`src/rtl/output_deskew_buffer.sv`:
```
// rtl/output_deskew_buffer.sv - realigns staggered systolic result lanes into rows and buffers them in a FWFT FIFO
module output_deskew_buffer #(
    parameter int N          = 4,
    parameter int DATA_WIDTH = 32,
    parameter int FIFO_DEPTH = 8
) (
    input  logic                             clk,
    input  logic                             reset_n,
    input  logic                             clear,
    input  logic                             enable,
    input  logic [N*DATA_WIDTH-1:0]          skewed_input,
    input  logic                             skewed_valid,
    output logic [N*DATA_WIDTH-1:0]          aligned_output,
    output logic                             out_valid,
    input  logic                             out_ready,
    output logic                             out_last,
    output logic [$clog2(FIFO_DEPTH+1)-1:0]  fifo_count,
    output logic                             overflow
);

    localparam int AW = $clog2(FIFO_DEPTH);
    localparam int CW = $clog2(FIFO_DEPTH + 1);
    localparam int RW = (N > 1) ? $clog2(N) : 1;

    logic [N*DATA_WIDTH-1:0] row_data;
    logic                    aligned_valid;

    // Lane i gets N-1-i stages so that every lane reaches the row at the same edge as lane N-1.
    for (genvar i = 0; i < N; i++) begin : g_lane
        localparam int D = N - 1 - i;
        if (D == 0) begin : g_direct
            assign row_data[i*DATA_WIDTH +: DATA_WIDTH] = skewed_input[i*DATA_WIDTH +: DATA_WIDTH];
        end else begin : g_delay
            logic [DATA_WIDTH-1:0] stage [D];

            // Enable-gated shift register for this lane.
            always_ff @(posedge clk or negedge reset_n) begin
                if (!reset_n) begin
                    for (int k = 0; k < D; k++) stage[k] <= '0;
                end else if (clear) begin
                    for (int k = 0; k < D; k++) stage[k] <= '0;
                end else if (enable) begin
                    stage[0] <= skewed_input[i*DATA_WIDTH +: DATA_WIDTH];
                    for (int k = 1; k < D; k++) stage[k] <= stage[k-1];
                end
            end

            assign row_data[i*DATA_WIDTH +: DATA_WIDTH] = stage[D-1];
        end
    end

    // The valid flag rides along with lane 0 so it lands on the same edge as the complete row.
    if (N > 1) begin : g_vpipe
        logic vpipe [N-1];

        // Enable-gated valid pipe matching lane 0's delay.
        always_ff @(posedge clk or negedge reset_n) begin
            if (!reset_n) begin
                for (int k = 0; k < N - 1; k++) vpipe[k] <= 1'b0;
            end else if (clear) begin
                for (int k = 0; k < N - 1; k++) vpipe[k] <= 1'b0;
            end else if (enable) begin
                vpipe[0] <= skewed_valid;
                for (int k = 1; k < N - 1; k++) vpipe[k] <= vpipe[k-1];
            end
        end

        assign aligned_valid = vpipe[N-2];
    end else begin : g_novpipe
        assign aligned_valid = skewed_valid;
    end

    logic [N*DATA_WIDTH-1:0] mem_data [FIFO_DEPTH];
    logic [FIFO_DEPTH-1:0]   mem_last;
    logic [AW-1:0]           wr_ptr;
    logic [AW-1:0]           rd_ptr;
    logic [RW-1:0]           row_cnt;
    logic [N*DATA_WIDTH-1:0] hold_data;
    logic                    hold_last;
    logic                    write_req;
    logic                    pop;
    logic                    full;
    logic                    accept;
    logic                    drop;
    logic                    row_last;

    // Write/read handshakes; a full FIFO only takes a row if the head leaves on the same edge.
    always_comb begin
        out_valid = (fifo_count != '0);
        write_req = enable && aligned_valid;
        pop       = out_valid && out_ready;
        full      = (fifo_count == CW'(FIFO_DEPTH));
        accept    = write_req && (!full || pop);
        drop      = write_req && full && !pop;
        row_last  = (row_cnt == RW'(N - 1));
    end

    // FIFO storage: row data plus the end-of-tile tag.
    always_ff @(posedge clk or negedge reset_n) begin
        if (!reset_n) begin
            for (int k = 0; k < FIFO_DEPTH; k++) mem_data[k] <= '0;
            mem_last <= '0;
        end else if (clear) begin
            for (int k = 0; k < FIFO_DEPTH; k++) mem_data[k] <= '0;
            mem_last <= '0;
        end else if (accept) begin
            mem_data[wr_ptr] <= row_data;
            mem_last[wr_ptr] <= row_last;
        end
    end

    // Pointers, occupancy, tile row counter, sticky overflow and the empty-time output hold.
    always_ff @(posedge clk or negedge reset_n) begin
        if (!reset_n) begin
            wr_ptr     <= '0;
            rd_ptr     <= '0;
            fifo_count <= '0;
            row_cnt    <= '0;
            overflow   <= 1'b0;
            hold_data  <= '0;
            hold_last  <= 1'b0;
        end else if (clear) begin
            wr_ptr     <= '0;
            rd_ptr     <= '0;
            fifo_count <= '0;
            row_cnt    <= '0;
            overflow   <= 1'b0;
            hold_data  <= '0;
            hold_last  <= 1'b0;
        end else begin
            if (accept) begin
                wr_ptr  <= wr_ptr + AW'(1);
                row_cnt <= row_last ? '0 : row_cnt + RW'(1);
            end
            if (pop) begin
                rd_ptr <= rd_ptr + AW'(1);
            end
            case ({accept, pop})
                2'b10:   fifo_count <= fifo_count + CW'(1);
                2'b01:   fifo_count <= fifo_count - CW'(1);
                default: fifo_count <= fifo_count;
            endcase
            if (drop) begin
                overflow <= 1'b1;
            end
            if (out_valid) begin
                hold_data <= mem_data[rd_ptr];
                hold_last <= mem_last[rd_ptr];
            end
        end
    end

    // First-word-fall-through head; when empty, keep showing the last head seen.
    always_comb begin
        aligned_output = out_valid ? mem_data[rd_ptr] : hold_data;
        out_last       = out_valid ? mem_last[rd_ptr] : hold_last;
    end

endmodule
```
`config.mk`:
```
export PLATFORM = sky130hd
export DESIGN_NAME = output_deskew_buffer
export DESIGN_NICKNAME = d
export VERILOG_FILES = /design/src/rtl/output_deskew_buffer.sv
export SDC_FILE = /design/constraint.sdc
export NUM_CORES = 2
export LEC_CHECK = 0
export CAP_MARGIN = 20
export CORE_ASPECT_RATIO = 1.25
export CORE_UTILIZATION = 48
export CTS_CLUSTER_SIZE = 14
export DETAILED_ROUTE_END_ITERATION = 7
export PLACE_DENSITY = 0.66
export SLEW_MARGIN = 20
export SYNTH_ARGS = -nofsm -noshare
export SYNTH_HDL_FRONTEND = slang
export SYNTH_SLANG_ARGS = --single-unit
```
`constraint.sdc`:
```
create_clock -name clk -period 3.4 [get_ports clk]
set_clock_uncertainty 0.2 [all_clocks]
set_input_delay 0.68 -clock clk [delete_from_list [all_inputs] [get_ports clk]]
set_output_delay 0.68 -clock clk [all_outputs]
set_load 0.01 [all_outputs]
```
Figure 1. Metal layers overlaid.
Scale bar: 100 microns. Two of the layers only.
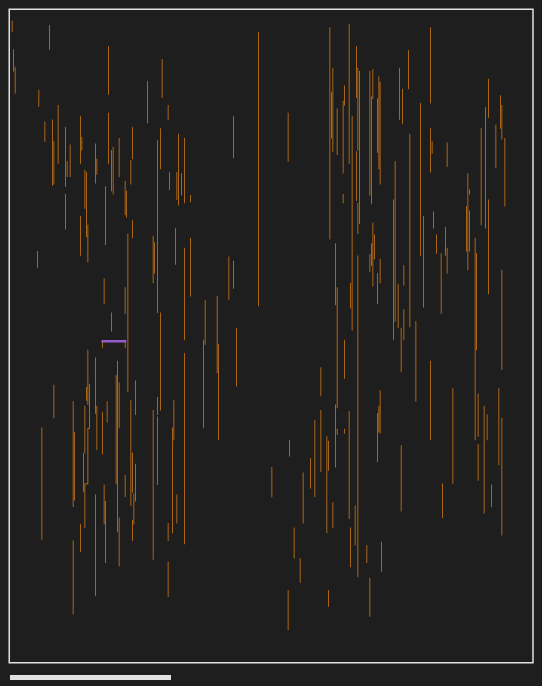
- orange: M4 (wire length 7530 microns)
- purple: M5 (wire length 13.8 microns)

Figure 2. Layout detail.
Scale bar: 5 microns. Window x 233 to 253, y 293 to 313 microns. Cells in gray, sequential cells in the stronger gray; small squares are vias.
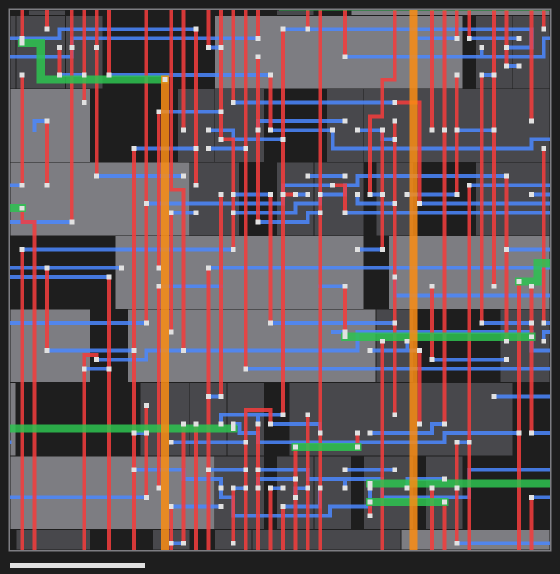
- orange: M4
- blue: M1
- green: M3
- red: M2
- sequential cells in the window: 6
- netlist names of flops here include: `mem_data` (6)
- cells with their middle in the window: 29
- most frequent: nand2_1 (12), a21oi_1 (9), dfrtp_1 (6)

Figure 3. Wiring heat map.
The die is cut into 16 by 20 equal tiles; white is low, dark blue is high, scaled to the fullest tile. Values are wire area over tile area, all layers added.
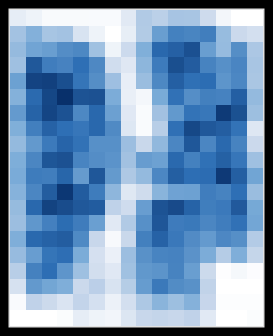
- tiles over half the peak: 54%
- emptiest ninth of the die: bottom right
- mean over tiles: 0.25

==> run_results.csv <==
group,metric,value,unit
grt,grtUsageMet3,0.0584,
power_and_ir_drop,finalPower,36.3,mW
detailed_routing,drt_iter0_drc,5666,
die,die_area,131000,sq um
worst_setup_path,timing.rr.start,"fifo_count[1]",
die,core_area,128000,sq um
placement,place_inst,7916,
synthesis,ys_warn_count,0,
worst_setup_path,crit_path_cell_trace,"buf_16 -> buf_12 -> buf_12 -> buf_12 -> buf_6 -> mux4_2 -> o22ai_4 -> nor2_2 -> buf_2",
die,die_w,324,microns
timing,worst_pin_slew,0.917,ns
synthesis,common_cells,"nand2_1, dfrtp_1, a21oi_1, nor2_1, clkbuf_1",
placement,gp_congestion,0.805,
synthesis,numSynthFlops,1369,
synthesis,synthTopCellsByArea,"dfrtp_1, nand2_1, mux4_2",
worst_setup_path,worstSetupPathType,"reg -> out",
worst_setup_path,cp_num_buf_inv,6,
timing,fin_tns_setup,-36.22,ns
grt,grt_pass1_wl,308,mm
die,fp_util,0.484,
detailed_routing,dr.pass1.iters,6,
layout,fin_cells,8451,
timing,hold_viol,0,
layout,comb_area,27100,sq um
layout,nets,6764,
worst_setup_path,cpMostUsedCell,"buf_12",
worst_setup_path,cp-start-kind,"flop",
synthesis,synthFlopType,"dfrtp_1",
cts,htreeDepth,4,
timing,slew-limit-headroom,0.389,
timing,setup_viol,129,
timing,timing.hold.ws,0.187,ns
grt,antenna_found_initial,4,
layout,area_growth,25.0,%
worst_setup_path,cp_max_fo,5,
timing,period_needed,3.81,ns
worst_setup_path,crit_start,"rd_ptr[0]",
power_and_ir_drop,power_frac_seq,0.461,
power_and_ir_drop,power_frac_comb,0.099,
run_status,violations,"setup timing",
layout,ff_latch_area,34300,sq um
cts,cts_buffers,144,
worst_setup_path,critPathTopFamily,"buffers and inverters",
synthesis,post-synth-top-area-cell,"dfrtp_1",
run_status,status,"complete, but fails checks",
grt,overflow,0,
timing,setup_ws,-0.413,ns
layout,fillers,10300,
synthesis,ys_async_sr_fraction,1.00,
grt,grt_max_degree,112,
synthesis,fp_nets,6491,
worst_setup_path,cp-end-kind,"output pin",
grt,met1_usage,0.413,
cts,cts_buffer_depth,3,
grt,grt_pass1_vias,50500,
synthesis,top_cell_area_share,0.551,
flow_run,warnings,44,
detailed_routing,ant_nets,0,
cts,clk_pin_slew_worst_paths,0.06,ns
placement,place_ws,-0.0584,ns
power_and_ir_drop,intPower,27.2,mW
timing,drv_slew,0,
worst_setup_path,rrSetupSlack,0.37,ns
cts,cts-root-buf,"clkbuf_16",
synthesis,ys_types,47,
power_and_ir_drop,irDropWorstVdd,0.000452,V
power_and_ir_drop,leakagePower,32.8,nW
timing,min_period_over_period,1.12,
synthesis,ys_area,62100,sq um
Figure 4. Signal wires on met1.
Scale bar: 100 microns. Cells faint in the background.
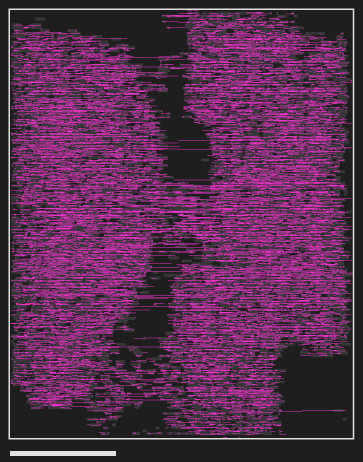
- share of all routed wire: 39%
- wire length on this layer: 78.4 mm

Figure 5. Track usage over the die.
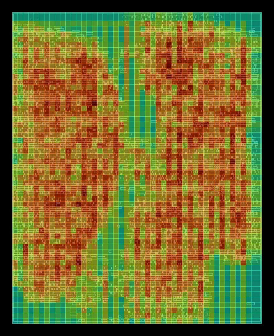
average wire per standard cell: 23.7 microns
final core area utilization: 0.605
GR peak layer: met2
gr usage total: 0.309
M2 GR Usage: 0.494

registers in the layout, indices dropped and copies added, names as in the netlist:
name                  flops
aligned_valid             1
rd_ptr                    3
row_cnt                   2
fifo_count                4
hold_data               128
wr_ptr                    3
hold_last                 1
g_vpipe.vpipe             2
mem_data               1024
overflow                  1
g_lane.g_delay.stage    192
mem_last                  8
per-stage QoR:
| step | cell area, sq um | util |
|---|---|---|
| 2_1_floorplan | 62100 | - |
| 3_3_place_gp | 67400 | 0.525 |
| 3_5_place_dp | 67400 | 0.525 |
| 4_1_cts | 76300 | 0.595 |
| 5_1_grt | 77600 | 0.605 |
| 6_report | 77600 | 0.605 |
routing by layer:
layer	part of all wire	wire, microns
met4	0.038	7530
met5	0.000065	13
met1	0.39	78400
met3	0.086	17300
met2	0.49	97300
area by class of cell:
type / count / share of cell area
Clock inverter: 43 / 0.00770
Tap cell: 1713 / 0.0276
Antenna cell: 4 / 0.000129
Sequential cell: 1369 / 0.441
Timing Repair Buffer: 764 / 0.121
Inverter: 1 / 0.0000483
Multi-Input combinational cell: 4345 / 0.349
Clock buffer: 212 / 0.0536
timing repair:
| action | in CTS | in global routing |
|---|---|---|
| gates cloned | 39 | 6 |
| buffers inserted | 178 | 84 |
| hold buffers | 1 | 0 |
| resized | 931 | 153 |
| hold endpoints to repair | 137 | 0 |
| pin swaps | 186 | 115 |
| setup endpoints to repair | 130 | 130 |
cell families after synthesis:
group,after synthesis,share of synthesized area
buf+inv,638,0.0464
simple gates,2687,0.174
compound gates,1191,0.100
mux,458,0.126
flops,1369,0.551
fa+ha+maj,5,0.00101
xor+xnor,4,0.000564
cells in the final DEF (no fill, tap or decap), drive strengths merged, types with 2 or more instances in the layout:
cell,count
clkdlybuf4s50,135
nor2b,5
dfrtp,1369
a31oi,3
nand3,4
nor2,464
diode,4
clkinvlp,5
xor2,3
nand2b,5
clkbuf,219
inv,7
nor3,130
a211oi,8
bufinv,7
buf,621
clkinv,25
o22ai,129
a21oi,1036
nand4b,2
ha,5
mux2i,199
mux4,258
nand4,2
o21ai,2
or3,2
nand2,2069
a211o,7
o211ai,2
power groups by stage:
stage                     Clock, mW  Sequential [mW]  Combinational, mW
after floorplan                   0             16.9               1.40
after global placement            0             17.0               2.84
after detailed placement          0             17.0               2.86
after CTS                      16.1             16.7               3.38
after global routing           16.8             16.7               3.84
final                          16.0             16.7               3.59
final timing paths:
path,cells past startpoint,endpoint
worst max-delay path,9,aligned_output[53]
worst min-delay path,2,rd_ptr[2]
worst max register to register,9,fifo_count[3]
worst min register to register,2,hold_data[109]
max in group asynchronous,4,g_lane[1].g_delay.stage[22]
min in group asynchronous,2,hold_data[1]
worst register-to-register path: cells and delay by family, from the launching register on:
| family | cells | cell delay (ns) |
|---|---|---|
| AND/OR/NAND/NOR | 3 | 1.23 |
| AND-OR/OR-AND | 3 | 0.40 |
| flip-flops | 1 | 0.39 |
| buffers and inverters | 2 | 0.35 |
| adder cells (fa/ha/maj) | 1 | 0.35 |
Power is estimated from default activity; no workload was simulated.
